==> src/rtl/debug_frame_packer.sv <==
`default_nettype none
// ============================================================================
// Module      : debug_frame_packer
// Description : Buffers tagged 16-bit sensor readings and packs each into a
//               6-byte frame {A5, tag, val_hi, val_lo, seq, csum} for the
//               debug UART stage, with an idle heartbeat frame.
// Revision    : 1.0 - initial release
// ============================================================================
module debug_frame_packer #(
  parameter int FIFO_DEPTH        = 4,
  parameter int FRAME_HOLD_CYCLES = 2048,
  parameter int HEARTBEAT_CYCLES  = 33_000_000
) (
  input  logic        clk,
  input  logic        rst,
  input  logic        in_valid,
  output logic        in_ready,
  input  logic [7:0]  in_tag,
  input  logic [15:0] in_value,
  output logic [47:0] frame_data,
  output logic        frame_de,
  output logic        busy
);

  localparam int c_ADDR_W = $clog2(FIFO_DEPTH);
  localparam int c_HOLD_W = (FRAME_HOLD_CYCLES > 1) ? $clog2(FRAME_HOLD_CYCLES) : 1;
  localparam int c_HB_W   = (HEARTBEAT_CYCLES > 1) ? $clog2(HEARTBEAT_CYCLES) : 1;
  localparam bit c_HB_EN  = (HEARTBEAT_CYCLES > 0);

  localparam logic [c_ADDR_W:0]   c_DEPTH     = (c_ADDR_W+1)'(FIFO_DEPTH);
  localparam logic [c_HOLD_W-1:0] c_HOLD_LAST = c_HOLD_W'(FRAME_HOLD_CYCLES - 1);
  localparam logic [c_HB_W-1:0]   c_HB_LAST   = c_HB_W'((HEARTBEAT_CYCLES > 0) ? HEARTBEAT_CYCLES - 1 : 0);

  localparam logic [0:0] c_IDLE = 1'b0;
  localparam logic [0:0] c_HOLD = 1'b1;

  logic [23:0]         r_mem [FIFO_DEPTH];
  logic [c_ADDR_W-1:0] r_wr_ptr;
  logic [c_ADDR_W-1:0] r_rd_ptr;
  logic [c_ADDR_W:0]   r_count;
  logic                r_ready;

  logic [0:0]          r_state;
  logic [c_HOLD_W-1:0] r_hold_cnt;
  logic [c_HB_W-1:0]   r_hb_cnt;
  logic                r_hb_arm;
  logic [7:0]          r_seq;
  logic [47:0]         r_frame;
  logic                r_de;

  logic                w_push;
  logic                w_pop;
  logic                w_hb_fire;
  logic [c_ADDR_W:0]   w_count_nxt;
  logic [23:0]         w_head;
  logic [7:0]          w_tag;
  logic [15:0]         w_val;
  logic [7:0]          w_csum;

  assign w_push      = in_valid & r_ready;
  assign w_pop       = (r_state == c_IDLE) && (r_count != '0);
  assign w_count_nxt = r_count + {{c_ADDR_W{1'b0}}, w_push} - {{c_ADDR_W{1'b0}}, w_pop};

  // Heartbeat only when nothing is queued, so a pending reading always wins.
  assign w_hb_fire = c_HB_EN && (r_state == c_IDLE) && (r_count == '0)
                     && r_hb_arm && (r_hb_cnt == c_HB_LAST);

  assign w_head = r_mem[r_rd_ptr];
  assign w_tag  = w_pop ? w_head[23:16] : 8'hFF;
  assign w_val  = w_pop ? w_head[15:0]  : 16'h0000;
  assign w_csum = 8'hA5 + w_tag + w_val[15:8] + w_val[7:0] + r_seq;

  always_ff @(posedge clk) begin
    if (w_push) begin
      r_mem[r_wr_ptr] <= {in_tag, in_value};
    end
  end

  always_ff @(posedge clk) begin
    if (rst) begin
      r_wr_ptr <= '0;
      r_rd_ptr <= '0;
      r_count  <= '0;
      r_ready  <= 1'b0;
    end else begin
      if (w_push) r_wr_ptr <= r_wr_ptr + c_ADDR_W'(1);
      if (w_pop)  r_rd_ptr <= r_rd_ptr + c_ADDR_W'(1);
      r_count <= w_count_nxt;
      r_ready <= (w_count_nxt != c_DEPTH);
    end
  end

  always_ff @(posedge clk) begin
    if (rst) begin
      r_state    <= c_IDLE;
      r_hold_cnt <= '0;
      r_hb_cnt   <= '0;
      r_hb_arm   <= 1'b1;
      r_seq      <= 8'h00;
      r_frame    <= 48'h0;
      r_de       <= 1'b0;
    end else begin
      r_de <= 1'b0;
      case (r_state)
        c_IDLE: begin
          if (w_pop || w_hb_fire) begin
            r_frame    <= {8'hA5, w_tag, w_val, r_seq, w_csum};
            r_de       <= 1'b1;
            r_seq      <= r_seq + 8'd1;
            r_hb_cnt   <= '0;
            r_hold_cnt <= '0;
            r_state    <= c_HOLD;
          end else begin
            // The first idle cycle after a hold is turnaround; idle time counts from the next.
            r_hb_arm <= 1'b1;
            if (r_hb_arm) r_hb_cnt <= r_hb_cnt + c_HB_W'(1);
          end
        end
        default: begin
          r_hb_cnt <= '0;
          r_hb_arm <= 1'b0;
          if (r_hold_cnt == c_HOLD_LAST) begin
            r_state <= c_IDLE;
          end else begin
            r_hold_cnt <= r_hold_cnt + c_HOLD_W'(1);
          end
        end
      endcase
    end
  end

  assign in_ready   = r_ready;
  assign frame_data = r_frame;
  assign frame_de   = r_de;
  assign busy       = (r_state == c_HOLD);

endmodule
`default_nettype wire
==> config.mk <==
export PLATFORM = sky130hd
export DESIGN_NAME = debug_frame_packer
export DESIGN_NICKNAME = d
export VERILOG_FILES = /design/src/rtl/debug_frame_packer.sv
export SDC_FILE = /design/constraint.sdc
export NUM_CORES = 1
export LEC_CHECK = 0
export CORE_ASPECT_RATIO = 0.9
export CORE_MARGIN = 2
export CORE_UTILIZATION = 56
export DETAILED_ROUTE_END_ITERATION = 10
export PLACE_DENSITY = 0.82
export RECOVER_POWER = 50
export SLEW_MARGIN = 20
export SYNTH_ARGS = -nofsm -noshare
export SYNTH_HDL_FRONTEND = slang
export SYNTH_SLANG_ARGS = --single-unit
==> constraint.sdc <==
create_clock -name clk -period 11.7 [get_ports clk]
set_input_delay 2.925 -clock clk [delete_from_list [all_inputs] [get_ports clk]]
set_output_delay 2.925 -clock clk [all_outputs]
set_load 0.02 [all_outputs]
==> reports/metrics.cfg, run 1 <==
[outcome]
run_status=finished with violations
violated_checks=capacitance limit, slew limit

[worst_setup_path]
critical_path.endpoint_type=flip-flop
crit_arrival_ps=6100
cp_max_fo=67
critical_path_class=in -> reg

[detailed_routing]
initialDrtViolationCount=386
routed_via_density=5.50
post_route_drc_violation_count=0
vias=5187

[placement]
post-place-cells=911
area_post_placement_mm2=0.00902

[floorplanning]
chipArea_mm2=0.0155

[cts]
cts_tree=built
post_cts.repair.setup_buffers=0
cts-htree-levels=4
clock-sinks=194
worstSkewPairLatency_ps=440
clkSlewWorstSetupHoldPaths_ps=70
cts_made_buffers=17
cts.repair.resized=0
clockBufferDepth=2

[flow_run]
total_of_max_cap_violations=3
warnings=29

[logic_synthesis]
yosys.cell_types.count=45
adder_share=0.0713
mappedNetlistArea_mm2=0.00815
enable_flop_cells=96
synth_compound_gate_area_share=0.0427
fraction_of_synthesized_cell_area_in_xor_and_xnor_cells=0.0504
postSynthCellCount=671
yosys-top-cells-area=sky130_fd_sc_hd__edfxtp_1, sky130_fd_sc_hd__dfxtp_1, sky130_fd_sc_hd__mux4_2, sky130_fd_sc_hd__nor2_1, sky130_fd_sc_hd__ha_1
synth.area.mux_share=0.0676
synth.avg_cell_area_um2=12.1
synthesis.yosys.warnings=0

[timing]
final_hold_viol_count=0
final.setup.tns_ps=0
post-route-period-util=0.497
max_freq_mhz=172
min_period_ps=5820
final-max-slew-violation-count=118
rsz0062_at_grt=false
timing.max_slew.rel_slack=-0.999

[cells_and_area]
diodes=0
layout-drive-gt1-share=0.0893
number_of_nets_in_the_layout=802

[global_route]
gr-usage-met2=0.367

[pwr]
maximum_vdd_drop_v=0.000206

[worst_hold_path]
worst_hold_path_type=reg -> reg

-- run 1: sequential cells by signal, summed over array words and instances (netlist names), 2 cells and up, named ones only --
signal / count
frame_data: 41
r_hb_cnt: 25
r_wr_ptr: 2
r_seq: 8
r_mem: 96
r_count: 3
r_hold_cnt: 11
r_rd_ptr: 2
-- run 1: cell families after synthesis --
group                    after synthesis
AND-OR/OR-AND                         61
XOR/XNOR                              46
adder cells (fa/ha/maj)               38
buffers and inverters                 69
flip-flops                           194
multiplexers                          25
other                                  1
AND/OR/NAND/NOR                      237
-- run 1: layout make-up --
cell class,instances,area (um^2)
Sequential cell,194,4840
Fill cell,953,4490
Multi-Input combinational cell,411,3030
Timing Repair Buffer,82,782
Clock buffer,18,450
Tap cell,193,241
Clock inverter,14,158
Inverter,31,116
-- run 1: stage by stage --
stage | utilization | setup WS [ps] | total power [mW]
after detailed placement | 0.640 | 6430 | 2.10
after floorplan | - | 7190 | 1.75
after global placement | 0.640 | 6570 | 2.04
after CTS | 0.683 | 6890 | 2.68
final | 0.682 | 5880 | 2.67
after global routing | 0.682 | 5580 | 2.86
-- run 1: worst max-delay path, cell delays in order --
cell and delay [ps]:
sky130_fd_sc_hd__buf_2 70, sky130_fd_sc_hd__clkbuf_1 2100, sky130_fd_sc_hd__or3_1 840, sky130_fd_sc_hd__nor2_1 140
-- run 1: cell usage after synthesis (6+ instances only) --
cell,instances
sky130_fd_sc_hd__a21oi_1,37
sky130_fd_sc_hd__and2_1,12
sky130_fd_sc_hd__and3_1,12
sky130_fd_sc_hd__buf_2,6
sky130_fd_sc_hd__buf_4,7
sky130_fd_sc_hd__clkbuf_1,22
sky130_fd_sc_hd__dfxtp_1,98
sky130_fd_sc_hd__edfxtp_1,96
sky130_fd_sc_hd__fa_1,14
sky130_fd_sc_hd__ha_1,24
sky130_fd_sc_hd__inv_1,31
sky130_fd_sc_hd__mux4_2,24
sky130_fd_sc_hd__nand2_1,53
sky130_fd_sc_hd__nand3_1,11
sky130_fd_sc_hd__nand4_1,15
sky130_fd_sc_hd__nor2_1,92
sky130_fd_sc_hd__nor3_1,17
sky130_fd_sc_hd__o21ai_0,6
sky130_fd_sc_hd__xnor2_1,26
sky130_fd_sc_hd__xor2_1,19
-- run 1: power by group --
| part | switching [mW] | internal [mW] |
|---|---|---|
| Clock | 0.281 | 0.299 |
| Sequential | 0.0615 | 0.813 |
| Combinational | 0.684 | 0.530 |
-- run 1: metal layers --
metal,share of wire,up-vias
met5,0,-
met4,0.017,0
met3,0.054,26
met2,0.50,153
met1,0.43,2542
li1,-,2466
-- run 1: worst paths after layout --
kind                        from              to  slack [ps]  cells past startpoint
hold reg to reg   frame_data[12]  frame_data[12]         450                      2
hold / removal    frame_data[12]  frame_data[12]         450                      2
setup / recovery             rst    r_hb_cnt[17]        5880                      4
setup reg to reg      r_count[1]   frame_data[7]        7010                     16
**Run 1: cells coloured by class**

The bar under the picture is 50 um long.
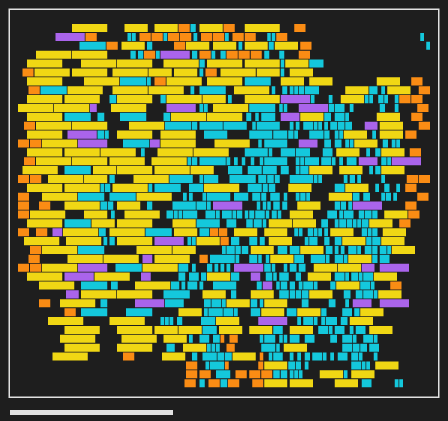
colour	class	cells
yellow	sequential cells	194
cyan	remaining logic cells	442
orange	remaining buffers and delay cells	82
purple	clock drivers and dummy loads	32
Std-Cell Rows: 41
cell area after layout: 0.00962 mm^2

**Run 1: congestion heat map**

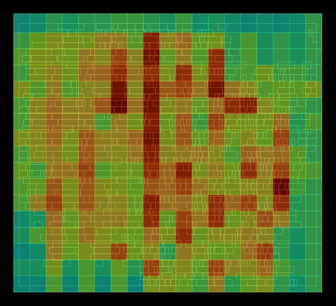
total routing usage reported by global routing: 0.221
Top Usage Layer GRT: met2

**Run 1: logic cells by family**

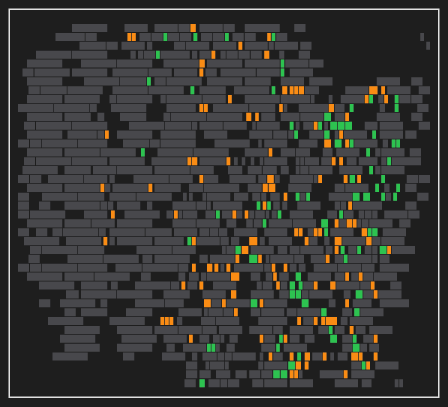
colour	family	cells
green	nand cells	82
orange	nor cells	120
logic share of the area: 0.315
Top cell excl fill/tap: sky130_fd_sc_hd__dfxtp_1
final instance count without filler cells: 943

--- run 2 (diff from run 1) ---
--- a/config.mk
+++ b/config.mk
@@ -7,9 +7,9 @@
 export LEC_CHECK = 0
 export CORE_ASPECT_RATIO = 0.9
 export CORE_MARGIN = 2
-export CORE_UTILIZATION = 56
+export CORE_UTILIZATION = 51
 export DETAILED_ROUTE_END_ITERATION = 10
-export PLACE_DENSITY = 0.82
+export PLACE_DENSITY = 0.79
 export RECOVER_POWER = 50
 export SLEW_MARGIN = 20
 export SYNTH_ARGS = -nofsm -noshare
==> constraint.sdc (replaced) <==
create_clock -name clk -period 5.3 [get_ports clk]
set_input_delay 1.325 -clock clk [delete_from_list [all_inputs] [get_ports clk]]
set_output_delay 1.325 -clock clk [all_outputs]
set_load 0.02 [all_outputs]
**Run 2: sequential cells grouped by signal name**

The bar under the picture is 50 um long. Other sequential cells in the stronger grey, the rest of the logic in the fainter grey.
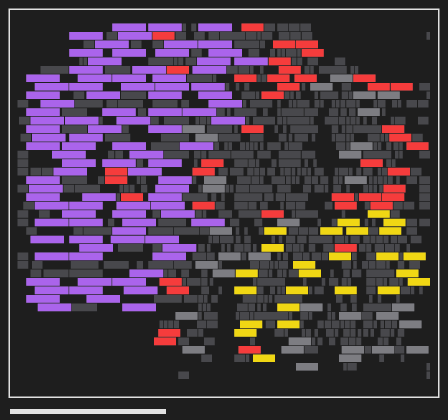
colour	name in the netlist	placed flops
purple	r_mem	96
red	frame_data	41
yellow	r_hb_cnt	25
not coloured	32
post-layout utilization of the core: 0.621
total area of sequential cells: 0.00484 mm^2
sequential fraction of total cell area: 0.503

**Run 2: logic cells by family**

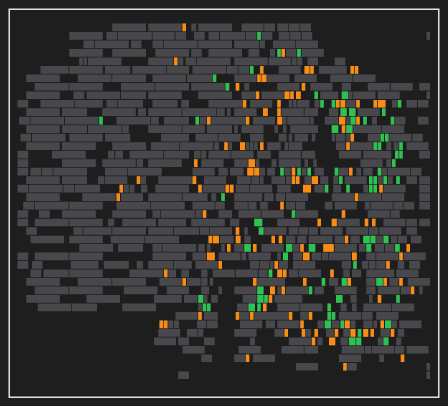
colour	family	cells
green	nand cells	82
orange	nor cells	120
final instance count without filler cells: 953
logic share of the area: 0.314

**Run 2: signal wires by layer**

The bar under the picture is 50 um long. Only two layers are drawn.
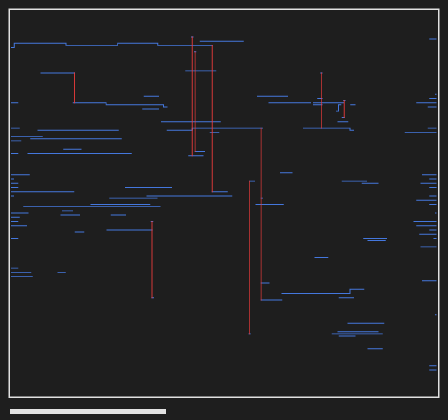
colour	layer	wire length
red	M4	278 um
blue	M3	821 um
wire length reported by the detailed router: 16.7 mm
via count: 5,209
average routed wire per standard cell: 17.6 um
total routing usage reported by global routing: 0.215

==> run 2 against run 1 <==
Against the previous run: the flow still finishes with violations (capacitance limit, slew limit); clock skew about the same; design area about the same; critical path depth up 10; sequential share of layout area about the same; final cell count up 1.1%; synthesized area did not move; core utilization shrank 6.1 points; via count up 0.42%; flip-flop count unchanged; count of clock-buffer cells in the layout grew 1; non-clock buffer count is 1 higher; synthesized cell count unchanged; critical path type is now reg -> reg; largest cell class unchanged.
==> reports/metrics.cfg, run 2 <==
[outcome]
run_status=finished with violations
violated_checks=capacitance limit, slew limit

[worst_setup_path]
critical_path_class=reg -> reg
maximum_cell_stage_delay_along_the_critical_path_ps=660  ; -1440 ps
crit_arrival_ps=4810  ; -1290 ps
critical-path-top-cell-by-count=sky130_fd_sc_hd__fa_1

[cts]
clkSlewWorstSetupHoldPaths_ps=70  ; about the same
clockBufferDepth=2  ; unchanged
cts-htree-levels=4  ; unchanged

[cells_and_area]
largest_reg_flops=96  ; unchanged
layout-drive-gt1-share=0.0852  ; -0.00411
top_cell_excl_fill_tap=sky130_fd_sc_hd__dfxtp_1
finish.instance_area_mm2=0.00962  ; about the same

[logic_synthesis]
yosys-top-cells-area=sky130_fd_sc_hd__edfxtp_1, sky130_fd_sc_hd__dfxtp_1, sky130_fd_sc_hd__mux4_2, sky130_fd_sc_hd__nor2_1, sky130_fd_sc_hd__ha_1
synthesis.yosys.warnings=0  ; unchanged

[placement]
post-place-cells=921  ; +1.1%
dpl_worst_slack_ps=893  ; -5540 ps

[timing]
max_freq_mhz=226
min_period_ps=4430
rsz0062_at_grt=false
post-route-worst-setup-slack_ps=867  ; -5020 ps
final-max-slew-violation-count=141  ; +19%

[floorplanning]
rows=43  ; +4.9%

[flow_run]
total_of_max_cap_violations=4  ; +1
warnings=29  ; unchanged

run 2: netlist changes by cell type in the layout (fill, tap and decap cells not counted):
cell                         change
sky130_fd_sc_hd__buf_2           -1
sky130_fd_sc_hd__bufinv_16       +2
sky130_fd_sc_hd__clkbuf_1        +4
sky130_fd_sc_hd__clkbuf_16       -1
sky130_fd_sc_hd__clkinv_4        -1
sky130_fd_sc_hd__clkinv_8        -3
sky130_fd_sc_hd__clkinvlp_4      +2
sky130_fd_sc_hd__inv_4           -1
sky130_fd_sc_hd__inv_6           +1
sky130_fd_sc_hd__inv_8           -1
run 2: kinds of logic after synthesis:
kind of cell | after synthesis | share of synthesized area
adder cells (fa/ha/maj) | 38 | 0.0713
XOR/XNOR | 46 | 0.0504
multiplexers | 25 | 0.0676
other | 1 | 0.000460
AND/OR/NAND/NOR | 237 | 0.136
flip-flops | 194 | 0.595
AND-OR/OR-AND | 61 | 0.0427
buffers and inverters | 69 | 0.0369
run 2: worst max-delay path, delay by kind of cell, from the launching register on:
kind                       cells  cell delay (ps)
adders and majority gates      4             1880
and+or+nand+nor                4              860
DFF                            1              660
muxes                          1              420
AOI/OAI and AO/OA              2              290
buffers and inverters          2              150
xor gates and xnor gates       1              110
run 2: cell type report:
cell class / count / area [um^2] / area share
clock buffers: 19 / 433 / 0.0450
flip-flops and latches: 194 / 4840 / 0.503
well taps: 202 / 253 / 0.0263
multi-input cells: 411 / 3030 / 0.314
inverters: 31 / 116 / 0.0121
clock inverters: 13 / 166 / 0.0173
repair buffers: 83 / 785 / 0.0815
run 2: power breakdown:
| group | internal, mW | switching (mW) |
|---|---|---|
| logic | 1.18 | 1.55 |
| clock network | 0.713 | 0.576 |
| registers | 1.80 | 0.157 |
run 2: worst paths after layout:
check | startpoint | end | slack [ps] | cells after the start
setup / recovery | flip-flop | frame_data[7] | 870 | 14
hold / removal | frame_data[11] | frame_data[11] | 450 | 2
setup reg to reg | flip-flop | frame_data[7] | 870 | 14
hold reg to reg | frame_data[11] | frame_data[11] | 450 | 2
run 2: layer usage:
layer	vias up	wire length, um	global-route usage	share of wire
met5	-	0	0	0
met4	0	278	0.0773	0.017
met3	21	820	0.0444	0.049
met2	158	8030	0.342	0.48
met1	2556	7610	0.295	0.45
li1	2474	-	-	-
--- run 3 (diff from run 2) ---
--- a/config.mk
+++ b/config.mk
@@ -7,9 +7,9 @@
 export LEC_CHECK = 0
 export CORE_ASPECT_RATIO = 0.9
 export CORE_MARGIN = 2
-export CORE_UTILIZATION = 51
+export CORE_UTILIZATION = 56
 export DETAILED_ROUTE_END_ITERATION = 10
-export PLACE_DENSITY = 0.79
+export PLACE_DENSITY = 0.82
 export RECOVER_POWER = 50
 export SLEW_MARGIN = 20
 export SYNTH_ARGS = -nofsm -noshare
==> constraint.sdc (replaced) <==
create_clock -name clk -period 4.4 [get_ports clk]
set_input_delay 1.1 -clock clk [delete_from_list [all_inputs] [get_ports clk]]
set_output_delay 1.1 -clock clk [all_outputs]
set_load 0.02 [all_outputs]
**Run 3: congestion heat map**

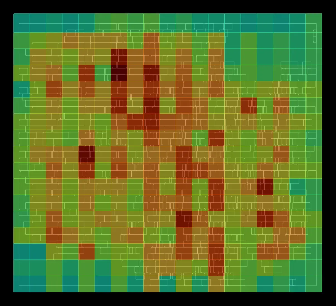
met2 usage: 0.398
average routed wire per standard cell: 17.9 um
GRT met3 Usage: 0.0476

**Run 3: cells coloured by class**

The bar under the picture is 50 um long.
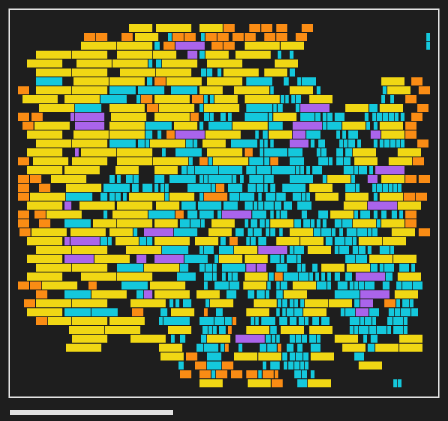
colour	class	cells
cyan	remaining logic cells	442
orange	remaining buffers and delay cells	89
yellow	sequential cells	194
purple	clock drivers and dummy loads	32
cell area after layout: 0.00964 mm^2
post-layout utilization of the core: 0.683
sequential fraction of total cell area: 0.503
placeable core region: 0.0141 mm^2

**Run 3: signal wires by layer**

The bar under the picture is 50 um long. Only two layers are drawn.
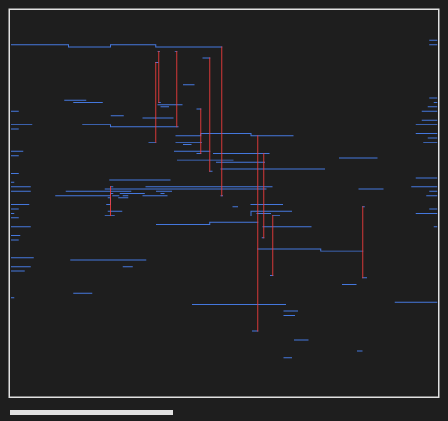
colour	layer	wire length
blue	M3	825 um
red	M4	292 um
via count: 5,313
total routing usage reported by global routing: 0.229

==> run 3 against run 2 <==
Against the previous run: the run still ends with capacitance limit, slew limit left; first-iteration DRC count increased by 9.7%; sequential share of layout area decreased by 0.065 points; register-to-register slack got worse by 700 ps; power increased by 21%; via count increased by 2.0%; design area increased by 0.16%; critical path depth increased by 1; die size decreased by 8.7%.
==> reports/metrics.cfg, run 3 <==
[cts]
worstSkewPairLatency_ps=430
clockBufferDepth=2  ; unchanged
cts_tree=built
clkSlewWorstSetupHoldPaths_ps=70  ; about the same
cts-htree-levels=4  ; unchanged
cts_made_buffers=17

[worst_setup_path]
critical-path-top-cell-by-count=sky130_fd_sc_hd__fa_1
worst_path_dominant_cell_family=adder cells
cp_max_fo=8
crit_arrival_ps=4610  ; -200 ps
critical_path_class=reg -> reg
worst_path_bufs_invs=2  ; unchanged

[logic_synthesis]
synthArstFlopShare=0
synth.top_cells.by_count=sky130_fd_sc_hd__dfxtp_1, sky130_fd_sc_hd__edfxtp_1, sky130_fd_sc_hd__nor2_1
synth.avg_cell_area_um2=12.1
synthesis.yosys.warnings=0  ; unchanged
ys_seq_share=0.595
fraction_of_post_synthesis_cell_area_in_the_top_cell_type_by_area=0.354
yosys-top-cells-area=sky130_fd_sc_hd__edfxtp_1, sky130_fd_sc_hd__dfxtp_1, sky130_fd_sc_hd__mux4_2, sky130_fd_sc_hd__nor2_1, sky130_fd_sc_hd__ha_1

[timing]
post-route-worst-setup-slack_ps=165  ; -702 ps
min_period_ps=4230  ; -198 ps
timing.max_slew.rel_slack=-0.215
final-max-slew-violation-count=142  ; +0.71%
max_freq_mhz=236  ; +4.7%

[floorplanning]
rows=41  ; -4.7%
io_pins=78

[cells_and_area]
top_cell_excl_fill_tap=sky130_fd_sc_hd__dfxtp_1
layout-drive-gt1-share=0.0978  ; +0.0125
registers.top_by_ff_count=r_mem
largest_reg_flops=96  ; unchanged
combGateArea_mm2=0.00304  ; +0.54%
seq_area_mm2=0.00485  ; about the same

[detailed_routing]
initialDrtViolationCount=395
routed-wl-met3_um=825  ; +0.61%
top_layer=met4
wl_met1_mm=6.97  ; -8.4%
routed_length_on_met2_mm=8.92  ; +11%
postRouteWirelength_mm=17.0  ; +1.6%

[outcome]
violated_checks=capacitance limit, slew limit
run_status=finished with violations

[global_route]
vias_in_the_first_global_route=5404

[placement]
dpl_worst_slack_ps=95.2  ; -798 ps
port_buffers=73

[flow_run]
warnings=29  ; unchanged
total_of_max_cap_violations=5  ; +1

-- run 3: area by class of cell --
cell class,count,area share
Sequential cell,194,0.503
Multi-Input combinational cell,411,0.316
Timing Repair Buffer,89,0.0870
Clock buffer,19,0.0449
Tap cell,193,0.0251
Clock inverter,13,0.0126
Inverter,31,0.0121
-- run 3: repair_timing --
item,CTS,global route
setup endpoints to repair,0,1
setup buffers,0,2
gates resized,0,6
-- run 3: tightest hold or removal path, delay by kind of cell, from the launching register on --
kind / cells / cell delay (ps)
AOI/OAI and AO/OA: 1 / 50
and+or+nand+nor: 1 / 50
DFF: 1 / 310
-- run 3: cells by family after synthesis --
family,synth area share
AOI/OAI and AO/OA,0.0427
xor gates and xnor gates,0.0504
adders and majority gates,0.0713
buffers and inverters,0.0369
DFF,0.595
muxes,0.0676
other,0.000460
and+or+nand+nor,0.136
-- run 3: power breakdown --
part	switching (mW)	internal [mW]	total, mW	leakage [nW]
Combinational	1.93	1.49	3.42	1.47
Clock	0.706	0.748	1.45	0.272
Sequential	0.178	2.17	2.34	1.67
Total	2.81	4.40	7.21	3.41
-- run 3: layer usage --
| layer | up-vias | global-route usage |
|---|---|---|
| met5 | - | 0 |
| met4 | 0 | 0.0679 |
| met3 | 26 | 0.0476 |
| met2 | 161 | 0.398 |
| met1 | 2639 | 0.291 |
| li1 | 2487 | - |
-- run 3: per-stage QoR --
step,setup TNS (ps),instance area [um^2],std cells,utilization
after global placement,0,9070,916,0.643
after floorplan,0,8160,674,-
after detailed placement,0,9070,916,0.643
final,0,9640,950,0.683
after global routing,-23.4,9640,950,0.683
after CTS,0,9630,948,0.682
-- run 3: worst paths after layout --
| kind | start | endpoint | slack, ps | cells after the start |
|---|---|---|---|---|
| worst max-delay path | r_count[1] | frame_data[7] | 170 | 15 |
| worst min-delay path | frame_data[11] | frame_data[11] | 460 | 2 |
| worst max register to register | r_count[1] | frame_data[7] | 170 | 15 |
| worst min register to register | frame_data[11] | frame_data[11] | 460 | 2 |
Power is estimated from default activity; no workload was simulated.
